Figure 1. Congestion heat map.
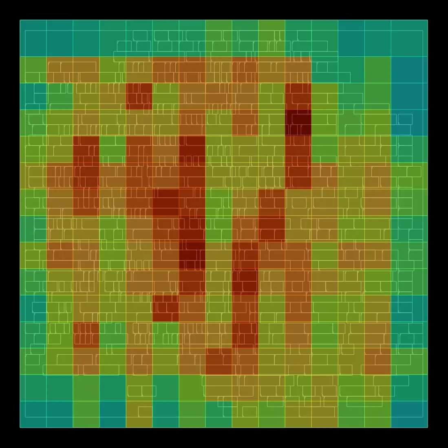
Figure 2. Nets reached from selected ports.
Scale bar: 20 um.
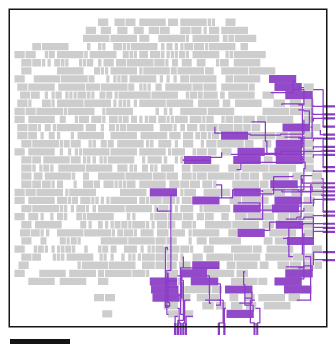
Figure 3. Where the registers sit.
Other sequential cells in the stronger grey, the rest of the logic in the fainter grey.
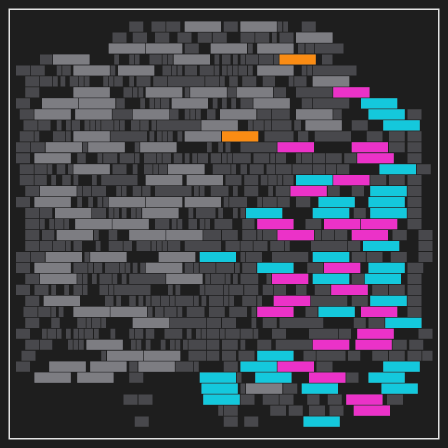
==> config.mk <==
export PLATFORM = sky130hd
export DESIGN_NAME = logic_unit_seq
export DESIGN_NICKNAME = d
export VERILOG_FILES = /design/src/rtl/logic_unit_seq.sv
export SDC_FILE = /design/constraint.sdc
export NUM_CORES = 1
export LEC_CHECK = 0
export ABC_AREA = 0
export CAP_MARGIN = 20
export CORE_UTILIZATION = 52
export DETAILED_ROUTE_END_ITERATION = 8
export GPL_TIMING_DRIVEN = 1
export PLACE_DENSITY = 0.84
export SYNTH_ARGS = -nofsm -noshare
export SYNTH_HDL_FRONTEND = slang
export SYNTH_SLANG_ARGS = --single-unit
==> constraint.sdc <==
create_clock -name clk -period 2 [get_ports clk]
set_input_delay 0.4 -clock clk [delete_from_list [all_inputs] [get_ports clk]]
set_output_delay 0.4 -clock clk [all_outputs]
set_load 0.005 [all_outputs]
==> deck_impl_summary.md <==
Run Summary

Run status
  – Status: finished clean

Routing
  – Average wire per standard cell: 16.1 um
  – Detailed Route Iter0 Violations: 237
  – Met2 routed wirelength: 6440 um
  – Met1 wire length: 5200 um
  – Remaining antenna violation count after routing: 0
  – Routed WL: 12600 um
  – DRT Pass-1 Iters: 4
  – DR DRC count: 0
  – Met3 wire length: 623 um
  – Via count: 4305
  – Vias per inst: 5.52

Yosys
  – Synth area leaders: dfrtp_1 (57%), nand2_1 (7.3%), mux2_2 (6.2%), a31oi_1 (5.3%), a22o_1 (5.1%)
  – Syn_area_per_cell: 10.6 um2
  – Commonest cells in the netlist: dfrtp_1 (128), nand2_1 (109), nor2_1 (59), a31oi_1 (48), a22o_1 (33)
  – Async SR Flop Fraction: 1.00
  – Mapped Cells: 533
  – Largest logic family: AND-OR/OR-AND gates
  – Top-area cell share: 0.568
  – Commonest flop: dfrtp_1
  – XORs/XNORs by Area: 0
  – Cell Type Count: 25
  – Yosys reg bits: 128
  – Adder-Cell Fraction of Synth Area: 0.0377
  – Sequential-to-total area share from yosys stat: 0.568
  – Floorplan net count: 619
  – Cells in synth_stat.txt: 533
  – Simple Share, Synth: 0.123
  – Count of library flops with an enable pin: 0
  – Yosys warning tally: 0
  – Mapped cell area: 5640 um2
  – Top-count cell post-synth: dfrtp_1
  – Cell taking the most area after synthesis: dfrtp_1
  – Post-synthesis mux area share: 0.0886
  – Ao+oa area frac: 0.136
  – Area reported by Yosys stat: 5640 um2

Clock network
  – PostCTS Resize Cnt: 0
  – CTS max path bufs: 2
  – CTS root buf: clkbuf_8
  – # H-tree levels: 4
  – CTS Hold Bufs: 1
  – # clock sinks: 128
  – Clk Latency, worst-skew pair: 0.52 ns
  – CTS tree: yes
  – Setup Buffers After CTS: 0
  – CTS clk-pin slew, worst paths: 0.06 ns

Final timing
  – Final hold violation count: 0
  – Slew HR: 0.545
  – RSZ-0062 raised after global routing: false
  – Setup TNS: 0 ns
  – Finish-stage setup viols: 0
  – Fmax: 555 MHz
  – Worst Skew: 0.00938 ns
  – Fin Hold WS: 0.373 ns
  – Final worst-path cycle share: 0.901
  – Period minus WS final: 1.80 ns
  – Final Worst Setup Slack: 0.199 ns

Flow run
  – Max Cap Viol: 0
  – OpenROAD warnings: 34

Place
  – DP Cell Count: 747
  – Detailed Place HPWL: 8510 um
  – Cell Area, Placed: 6830 um2
  – GPL Wtd Cong: 0.792
  – DP Worst Slack: 0.174 ns

Worst setup path
  – CP required: 1.60 ns
  – Crit Path Max Fanout: 2
  – Worst Setup Path Type: reg -> out
  – Critical Path Stages: 1
  – CP max stage cell: clkdlybuf4s50_1
  – Critical Path AT: 1.40 ns
  – Buf/Inv on CP: 1
  – CP peak stage delay: 0.51 ns
  – R2R cell count: 5
  – Worst R2R Setup Slack: 0.32 ns
  – Worst path top cell family by delay: buffers and inverters
  – Setup crit end kind: output pin
  – Crit-path cells: clkdlybuf4s50_1
  – Worst Setup Start Kind: flip-flop

Finish
  – Clock buffer count: 18
  – Buffers excl. clock: 116
  – Non-clock buffers, area share: 0.158
  – Flop count: 128
  – Layout area overhead: 32.1%
  – Dominant kind of cell: flip-flops and latches
  – Top Layout Cells: dfrtp_1 (128), nand2_1 (109), clkdlybuf4s50_1 (101)
  – Clk tree area frac: 0.0815
  – Logic cell area: 2190 um2
  – N_diodes: 0
  – Share of cells above drive strength 1: 0.126
  – Post-route cell area: 7450 um2
  – Combinational share of cell area: 0.295
  – Most frequent logic cell in the layout: dfrtp_1
  – Fin nets: 717
  – Finished Layout Cells: 780
  – Mi-comb count: 342
  – Non-clock inverters: 26

GRT
  – Initial antenna violation count: 0
  – GRT overflow: 0
  – Vias in the first global route: 4357
  – Routing usage on met3: 0.0497
  – Most used routing layer: met2
  – Global-route wire length before repair: 20700 um
  – Largest net degree at the start of global routing: 77
  – Met2 Use GR: 0.407

Pwr
  – Clock power share: 0.245
  – Power Internal: 0.00821 W
  – Net Sw Frac: 0.355
  – Top Consumer: combinational cells
  – Sequential share of power: 0.360
  – P_comb: 0.00502 W
  – LEAKAGE: 3.47 nW
  – Total power: 0.0127 W
  – Power per cell area: 1710 nW/um2
  – Gate power share: 0.395
  – Max IR drop VDD: 0.000829 V

Die
  – Cell row count: 37
  – Die X: 106 um
  – Tapcells: 136
  – DIE AREA: 11300 um2
  – Starting density of the core: 0.541
  – Die height: 106 um
  – CORE AREA: 10400 um2

Min path
  – HP Class: in -> async
About Figure 1:
gr usage total: 0.235
met1 Use GR: 0.285

About Figure 2:
legend:
  out:
    colour: purple
    bits: 32
    direction: output
    edge: 23 right, 9 bottom
    end_cells: 32
    wire: 889 um
PortBufs: 102
# IOs: 103

About Figure 3:
legend:
  out:
    colour: cyan
    placed_flops: 32
  op_q:
    colour: orange
    placed_flops: 2
  acc_q:
    colour: magenta
    placed_flops: 24
sequential cell area share: 0.430
Power Sequential: 0.00459 W
Core Util, Final: 0.715
Flop area: 3200 um2

Power is estimated from default activity; no workload was simulated.
